**config.mk**
```make
export PLATFORM = sky130hd
export DESIGN_NAME = stg_if
export DESIGN_NICKNAME = d
export VERILOG_FILES = /design/src/rtl/stg_if_pkg.sv /design/src/rtl/stg_if_chk.sv /design/src/rtl/stg_if_fifo.sv /design/src/rtl/stg_if.sv
export SDC_FILE = /design/constraint.sdc
export NUM_CORES = 1
export LEC_CHECK = 0
export ABC_AREA = 1
export CORE_MARGIN = 10
export CORE_UTILIZATION = 51
export CTS_BUF_LIST = sky130_fd_sc_hd__clkbuf_16
export CTS_CLUSTER_SIZE = 14
export DETAILED_ROUTE_END_ITERATION = 7
export PLACE_DENSITY = 0.85
export RECOVER_POWER = 25
export REMOVE_ABC_BUFFERS = 1
export SLEW_MARGIN = 0
export SYNTH_ARGS = -nofsm -noshare
export SYNTH_HDL_FRONTEND = slang
export SYNTH_SLANG_ARGS = --single-unit
```
**constraint.sdc**
```tcl
create_clock -name iw_clk -period 9.6 [get_ports iw_clk]
set_input_delay 2.4 -clock iw_clk [delete_from_list [all_inputs] [get_ports iw_clk]]
set_output_delay 2.4 -clock iw_clk [all_outputs]
set_load 0.02 [all_outputs]
```
**src/rtl/stg_if_pkg.sv**
```systemverilog
// Shared sizes, types and helpers for the instruction-fetch stage (stg_if).
// Holds the sizes.vh definitions (SIZE_ADDR, SIZE_DATA, SIZE_IF_CNT,
// INSTR_NOP), the {pc, instr} word type and a saturating increment used by
// the optional DIAD_IF_PERF_EN counters.
`ifndef SIZE_ADDR
`define SIZE_ADDR 32
`endif
`ifndef SIZE_DATA
`define SIZE_DATA 32
`endif
`ifndef SIZE_IF_CNT
`define SIZE_IF_CNT 3
`endif
`ifndef INSTR_NOP
`define INSTR_NOP `SIZE_DATA'b0
`endif

package stg_if_pkg;
    localparam int ADDR_W = `SIZE_ADDR;
    localparam int DATA_W = `SIZE_DATA;
    localparam int CNT_W  = `SIZE_IF_CNT;

    typedef struct packed {
        logic [ADDR_W-1:0] pc;
        logic [DATA_W-1:0] instr;
    } fetch_word_t;

    localparam fetch_word_t BUBBLE_WORD = '{pc: {ADDR_W{1'b0}}, instr: `INSTR_NOP};

    // Increment that sticks at all-ones instead of wrapping.
    function automatic logic [31:0] sat_inc32(input logic [31:0] value);
        if (value == 32'hFFFF_FFFF) begin
            return value;
        end else begin
            return value + 32'd1;
        end
    endfunction
endpackage

```
**src/rtl/stg_if_chk.sv**
```systemverilog
// Assertion checker for the fetch buffer.
// Ports: clk, rst, push, pop, full, empty -- all observed FIFO controls.
module stg_if_chk (
    input logic clk,
    input logic rst,
    input logic push,
    input logic pop,
    input logic full,
    input logic empty
);
    // The credit rule reserves a slot per outstanding request, so a full
    // buffer can only accept a word when the head leaves in the same cycle.
    a_no_overflow: assert property (@(posedge clk) disable iff (rst) !(push && full && !pop));
    a_no_underflow: assert property (@(posedge clk) disable iff (rst) !(pop && empty));
endmodule

```
**src/rtl/stg_if_fifo.sv**
```systemverilog
// if_fifo: synchronous FIFO of {pc, instr} words for the fetch stage.
// Ports: clk, rst (async, active-high), push/wdata, pop/rdata (head, combinational),
// clear (synchronous flush, wins over push/pop), full, empty, count.
// DEPTH must be 2 or 4 so pointers wrap naturally.
module if_fifo
    import stg_if_pkg::*;
#(
    parameter int DEPTH = 2
) (
    input  logic             clk,
    input  logic             rst,
    input  logic             push,
    input  logic             pop,
    input  logic             clear,
    input  fetch_word_t      wdata,
    output fetch_word_t      rdata,
    output logic             full,
    output logic             empty,
    output logic [CNT_W-1:0] count
);
    localparam int PTR_W = (DEPTH > 2) ? 2 : 1;

    fetch_word_t      mem [DEPTH];
    logic [PTR_W-1:0] rd_ptr_r;
    logic [PTR_W-1:0] wr_ptr_r;
    logic [CNT_W-1:0] count_r;

    assign rdata = mem[rd_ptr_r];
    assign count = count_r;
    assign full  = (count_r == CNT_W'(DEPTH));
    assign empty = (count_r == {CNT_W{1'b0}});

    // Pointer and occupancy bookkeeping.
    always_ff @(posedge clk or posedge rst) begin
        if (rst) begin
            rd_ptr_r <= {PTR_W{1'b0}};
            wr_ptr_r <= {PTR_W{1'b0}};
            count_r  <= {CNT_W{1'b0}};
        end else if (clear) begin
            rd_ptr_r <= {PTR_W{1'b0}};
            wr_ptr_r <= {PTR_W{1'b0}};
            count_r  <= {CNT_W{1'b0}};
        end else begin
            if (push) wr_ptr_r <= wr_ptr_r + 1'b1;
            if (pop)  rd_ptr_r <= rd_ptr_r + 1'b1;
            count_r <= count_r + CNT_W'(push) - CNT_W'(pop);
        end
    end

    // Word storage.
    always_ff @(posedge clk or posedge rst) begin
        if (rst) begin
            for (int i = 0; i < DEPTH; i++) mem[i] <= BUBBLE_WORD;
        end else if (push && !clear) begin
            mem[wr_ptr_r] <= wdata;
        end
    end
endmodule

```
**src/rtl/stg_if.sv**
```systemverilog
// stg_if: instruction-fetch stage. Issues in-order word fetches over a
// req/gnt/rvalid handshake, buffers responses in if_fifo, and presents a
// registered {pc, instr, valid} to decode every cycle. Redirects flush the
// buffer and mark every in-flight response for discard.
// Ports: iw_clk, iw_rst (async active-high); ow_imem_req/ow_imem_addr,
// iw_imem_gnt, iw_imem_rvalid/iw_imem_rdata (memory side); iw_stall,
// iw_redirect/iw_redirect_pc (control); ow_pc/ow_instr/ow_valid (to decode).
// Optional macro DIAD_IF_PERF_EN adds ow_bubble_cnt and ow_redirect_cnt.
module stg_if
    import stg_if_pkg::*;
#(
    parameter logic [`SIZE_ADDR-1:0] RESET_PC   = {`SIZE_ADDR{1'b0}},
    parameter int                    FIFO_DEPTH = 2
) (
    input  logic                  iw_clk,
    input  logic                  iw_rst,
    output logic                  ow_imem_req,
    output logic [`SIZE_ADDR-1:0] ow_imem_addr,
    input  logic                  iw_imem_gnt,
    input  logic                  iw_imem_rvalid,
    input  logic [`SIZE_DATA-1:0] iw_imem_rdata,
    input  logic                  iw_stall,
    input  logic                  iw_redirect,
    input  logic [`SIZE_ADDR-1:0] iw_redirect_pc,
    output logic [`SIZE_ADDR-1:0] ow_pc,
    output logic [`SIZE_DATA-1:0] ow_instr,
    output logic                  ow_valid
`ifdef DIAD_IF_PERF_EN
    ,
    output logic [31:0]           ow_bubble_cnt,
    output logic [31:0]           ow_redirect_cnt
`endif
);
    localparam logic [CNT_W:0] CREDIT_LIMIT = (CNT_W+1)'(FIFO_DEPTH);

    logic [ADDR_W-1:0] fetch_pc_r;
    logic [ADDR_W-1:0] resp_pc_r;
    logic [CNT_W-1:0]  outstanding_r;
    logic [CNT_W-1:0]  drop_r;
    fetch_word_t       out_r;
    logic              valid_r;

    fetch_word_t       out_next_s;
    logic              valid_next_s;
    fetch_word_t       resp_word_s;
    fetch_word_t       fifo_head_s;
    logic              fifo_full_s;
    logic              fifo_empty_s;
    logic [CNT_W-1:0]  fifo_count_s;
    logic              grant_s;
    logic              tagged_s;
    logic              bypass_s;
    logic              push_s;
    logic              pop_s;

    // Every outstanding request owns a buffer slot, so the buffer never overflows.
    assign ow_imem_req  = !iw_rst && !iw_redirect &&
                          (({1'b0, outstanding_r} + {1'b0, fifo_count_s}) < CREDIT_LIMIT);
    assign ow_imem_addr = fetch_pc_r;
    assign grant_s      = ow_imem_req && iw_imem_gnt;
    assign tagged_s     = iw_imem_rvalid && (drop_r == {CNT_W{1'b0}}) && !iw_redirect;
    assign bypass_s     = tagged_s && fifo_empty_s && !iw_stall;
    assign push_s       = tagged_s && !bypass_s;
    assign pop_s        = !iw_redirect && !iw_stall && !fifo_empty_s;
    assign resp_word_s  = '{pc: resp_pc_r, instr: iw_imem_rdata};

    if_fifo #(.DEPTH(FIFO_DEPTH)) u_fifo (
        .clk   (iw_clk),
        .rst   (iw_rst),
        .push  (push_s),
        .pop   (pop_s),
        .clear (iw_redirect),
        .wdata (resp_word_s),
        .rdata (fifo_head_s),
        .full  (fifo_full_s),
        .empty (fifo_empty_s),
        .count (fifo_count_s)
    );

    stg_if_chk u_chk (
        .clk   (iw_clk),
        .rst   (iw_rst),
        .push  (push_s && !iw_redirect),
        .pop   (pop_s),
        .full  (fifo_full_s),
        .empty (fifo_empty_s)
    );

    // Fetch/response PCs and the in-flight and discard counters.
    always_ff @(posedge iw_clk or posedge iw_rst) begin
        if (iw_rst) begin
            fetch_pc_r    <= RESET_PC;
            resp_pc_r     <= RESET_PC;
            outstanding_r <= {CNT_W{1'b0}};
            drop_r        <= {CNT_W{1'b0}};
        end else if (iw_redirect) begin
            fetch_pc_r    <= iw_redirect_pc;
            resp_pc_r     <= iw_redirect_pc;
            // outstanding_r already includes words marked for discard, so
            // every response still in flight (minus one landing now) is stale.
            outstanding_r <= outstanding_r - CNT_W'(iw_imem_rvalid);
            drop_r        <= outstanding_r - CNT_W'(iw_imem_rvalid);
        end else begin
            if (grant_s) fetch_pc_r <= fetch_pc_r + 1'b1;
            if (tagged_s) resp_pc_r <= resp_pc_r + 1'b1;
            if (iw_imem_rvalid && (drop_r != {CNT_W{1'b0}})) drop_r <= drop_r - 1'b1;
            outstanding_r <= outstanding_r + CNT_W'(grant_s) - CNT_W'(iw_imem_rvalid);
        end
    end

    // Next value of the decode-facing register: redirect > stall > buffer head > bypass > bubble.
    always_comb begin
        out_next_s   = out_r;
        valid_next_s = valid_r;
        if (iw_redirect) begin
            out_next_s   = BUBBLE_WORD;
            valid_next_s = 1'b0;
        end else if (iw_stall) begin
            out_next_s   = out_r;
            valid_next_s = valid_r;
        end else if (!fifo_empty_s) begin
            out_next_s   = fifo_head_s;
            valid_next_s = 1'b1;
        end else if (bypass_s) begin
            out_next_s   = resp_word_s;
            valid_next_s = 1'b1;
        end else begin
            out_next_s   = BUBBLE_WORD;
            valid_next_s = 1'b0;
        end
    end

    // Decode-facing output register.
    always_ff @(posedge iw_clk or posedge iw_rst) begin
        if (iw_rst) begin
            out_r   <= BUBBLE_WORD;
            valid_r <= 1'b0;
        end else begin
            out_r   <= out_next_s;
            valid_r <= valid_next_s;
        end
    end

    assign ow_pc    = out_r.pc;
    assign ow_instr = out_r.instr;
    assign ow_valid = valid_r;

`ifdef DIAD_IF_PERF_EN
    logic [31:0] bubble_cnt_r;
    logic [31:0] redirect_cnt_r;

    // Saturating counts of unstalled bubble cycles and of redirects.
    always_ff @(posedge iw_clk or posedge iw_rst) begin
        if (iw_rst) begin
            bubble_cnt_r   <= 32'd0;
            redirect_cnt_r <= 32'd0;
        end else begin
            if (!iw_stall && !valid_r) bubble_cnt_r <= sat_inc32(bubble_cnt_r);
            if (iw_redirect) redirect_cnt_r <= sat_inc32(redirect_cnt_r);
        end
    end

    assign ow_bubble_cnt   = bubble_cnt_r;
    assign ow_redirect_cnt = redirect_cnt_r;
`endif
endmodule

```
==> images/clock_nets.png <==
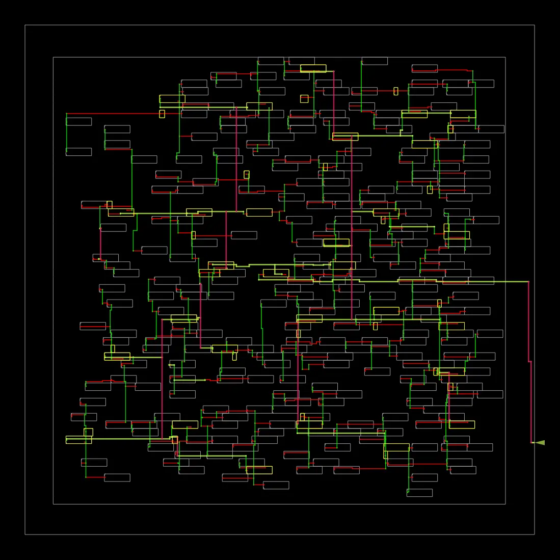
clock network power: 1.01 mW
clk_buf instances: 29
total CTS buffers: 29

==> images/floorplan.png <==
Pins as bars on the die edge. Tap cells in gray.
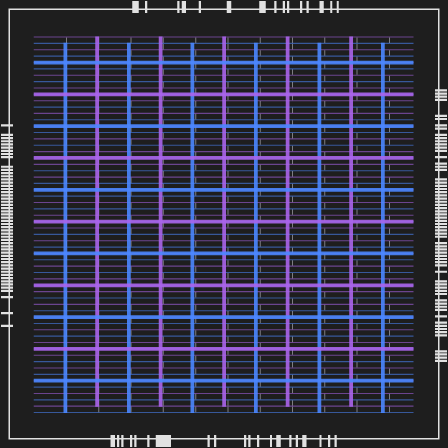
[VDD] purple
[VSS] blue
signal pins: 168
met5 straps: 11
met4 straps: 11
tap cells: 335
rows: 59

==> metrics.csv <==
metric,value,unit
status,finished with violations,
failed_checks,"max-capacitance violations, max-slew violations",
antenna_left,0,
sw_frac_of_total,35.0,%
grt.total_usage,21.7,%
setup_viol,0,
postCtsSetupBuffers,0,
ys_cells,1617,
top_power_group,registers,
die_w,183,um
gp_congestion,0.913,
p_comb,1.16,mW
fin_crit_sh,66.2,%
p_clk_share,26.1,%
critPathLaunch,iw_rst,
hpwl,24.2,mm
common_cells,"457 x nand2_1, 268 x dfrtp_1, 178 x nand3_1, 156 x inv_1, 100 x nor2_1",
drc,0,
edf_count,0,
nFillCells,2203,
maxCapViolCount,1,
vias,11800,
final-hold-violation-count,0,
total_power,3.88,mW
path_class,in -> out,
die_area,33500,um2
pg_seq,1.71,mW
rows,59,
syn_area_per_cell,8.37,um2
drt_iter0_drc,1148,
viasPerCell,5.63,
yosys.area.top_type,dfrtp_1,
critPathLaunchType,input pin,
yosysWarnings,0,
place_inst,2045,
power.density_cell_area,241,nW/um2
nNetsFinal,1826,
finalMaxSlewViolations,87,
cp.arrival,3.96,ns
openroad.warnings,28,
yosysChipArea,13500,um2
holdBufCountCts,0,
htree_levels,1,
p_sw,1.36,mW
boundaryPins,168,
min_path_cells,1,
fp_util,52.0,%
synthArstFlopShare,100,%
core-area,26100,um2
==> flip-flops by register name (all words and copies together), names as in the netlist, 3 cells and up <==
register,cells
u_fifo.mem,128
outstanding_r,3
ow_pc,32
drop_r,3
ow_imem_addr,32
u_fifo.count,3
ow_instr,32
resp_pc_r,32
==> routing by layer <==
layer / wire, um / GRT usage, % / vias to the layer above
li1: - / - / 5595
met1: 16200 / 29.3 / 5690
met2: 17100 / 34.8 / 471
met3: 3020 / 4.61 / 57
met4: 714 / 5.46 / 0
met5: 0 / 0 / -
==> path summary, 6_finish.rpt <==
kind	to	slack, ns
setup / recovery	ow_imem_req	3.24
hold / removal	u_fifo.mem[40]$_DFFE_PP0P_	0.49
setup reg to reg	u_fifo.mem[55]$_DFFE_PP0P_	6.11
hold reg to reg	u_fifo.mem[40]$_DFFE_PP0P_	0.49
max in group asynchronous	u_fifo.mem[81]$_DFFE_PP0P_	4.07
min in group asynchronous	drop_r[2]$_DFFE_PP0P_	3.53
==> area by class of cell <==
| class | instances | area (um2) | area share, % |
|---|---|---|---|
| Sequential cell | 268 | 6710 | 41.6 |
| Multi-Input combinational cell | 1105 | 5790 | 35.9 |
| Timing Repair Buffer | 176 | 1740 | 10.8 |
| Clock buffer | 29 | 726 | 4.51 |
| Inverter | 161 | 607 | 3.77 |
| Tap cell | 335 | 419 | 2.60 |
| Clock inverter | 23 | 121 | 0.753 |
==> critical path, cell delays in order <==
cell             delay (ns)
dlygate4sd3_1          0.57
nor2_1                 0.09
nand3_1                0.08
nor2_1                 0.12
nand2_1                0.06
inv_1                  0.05
clkdlybuf4s50_1        0.59
==> placed cells by master, fill, tap and decap left out, types with 5 or more instances in the layout <==
cell type	synthesis	routed
buf_4	11	8
nor2_1	100	100
inv_1	156	157
o21bai_1	5	5
xor2_1	13	13
clkdlybuf4s50_1	0	153
a21oi_1	12	12
nand2_1	457	455
ha_1	12	12
o21ai_1	34	34
clkinv_2	0	8
nand3_1	178	178
clkbuf_16	0	29
or2_2	7	7
o21ai_0	73	73
o21a_1	64	64
nand4_1	9	9
mux2i_1	48	48
o221ai_1	65	65
clkinv_1	1	11
dfrtp_1	268	267
dlygate4sd3_1	0	12
==> kinds of logic after synthesis <==
kind of cell | count (synthesis) | synth area share, %
multiplexers | 48 | 3.55
flip-flops | 268 | 49.5
buffers and inverters | 244 | 7.79
AND-OR/OR-AND | 262 | 13.0
adder cells (fa/ha/maj) | 15 | 1.55
AND/OR/NAND/NOR | 765 | 23.6
XOR/XNOR | 15 | 0.970
==> per-stage QoR <==
| step | TNS [ns] | utilization, % | hold WS (ns) | area (um2) | setup slack, ns |
|---|---|---|---|---|---|
| after floorplan | -48.77 | - | 0.452 | 13100 | -0.182 |
| after global routing | 0 | 61.8 | 0.508 | 16100 | 3.17 |
| after global placement | 0 | 58.6 | 0.465 | 15300 | 3.24 |
| after detailed placement | 0 | 58.6 | 0.473 | 15300 | 3.25 |
| final | 0 | 61.8 | 0.486 | 16100 | 3.24 |
| after CTS | 0 | 61.8 | 0.488 | 16100 | 3.25 |
Power is estimated from default activity; no workload was simulated.
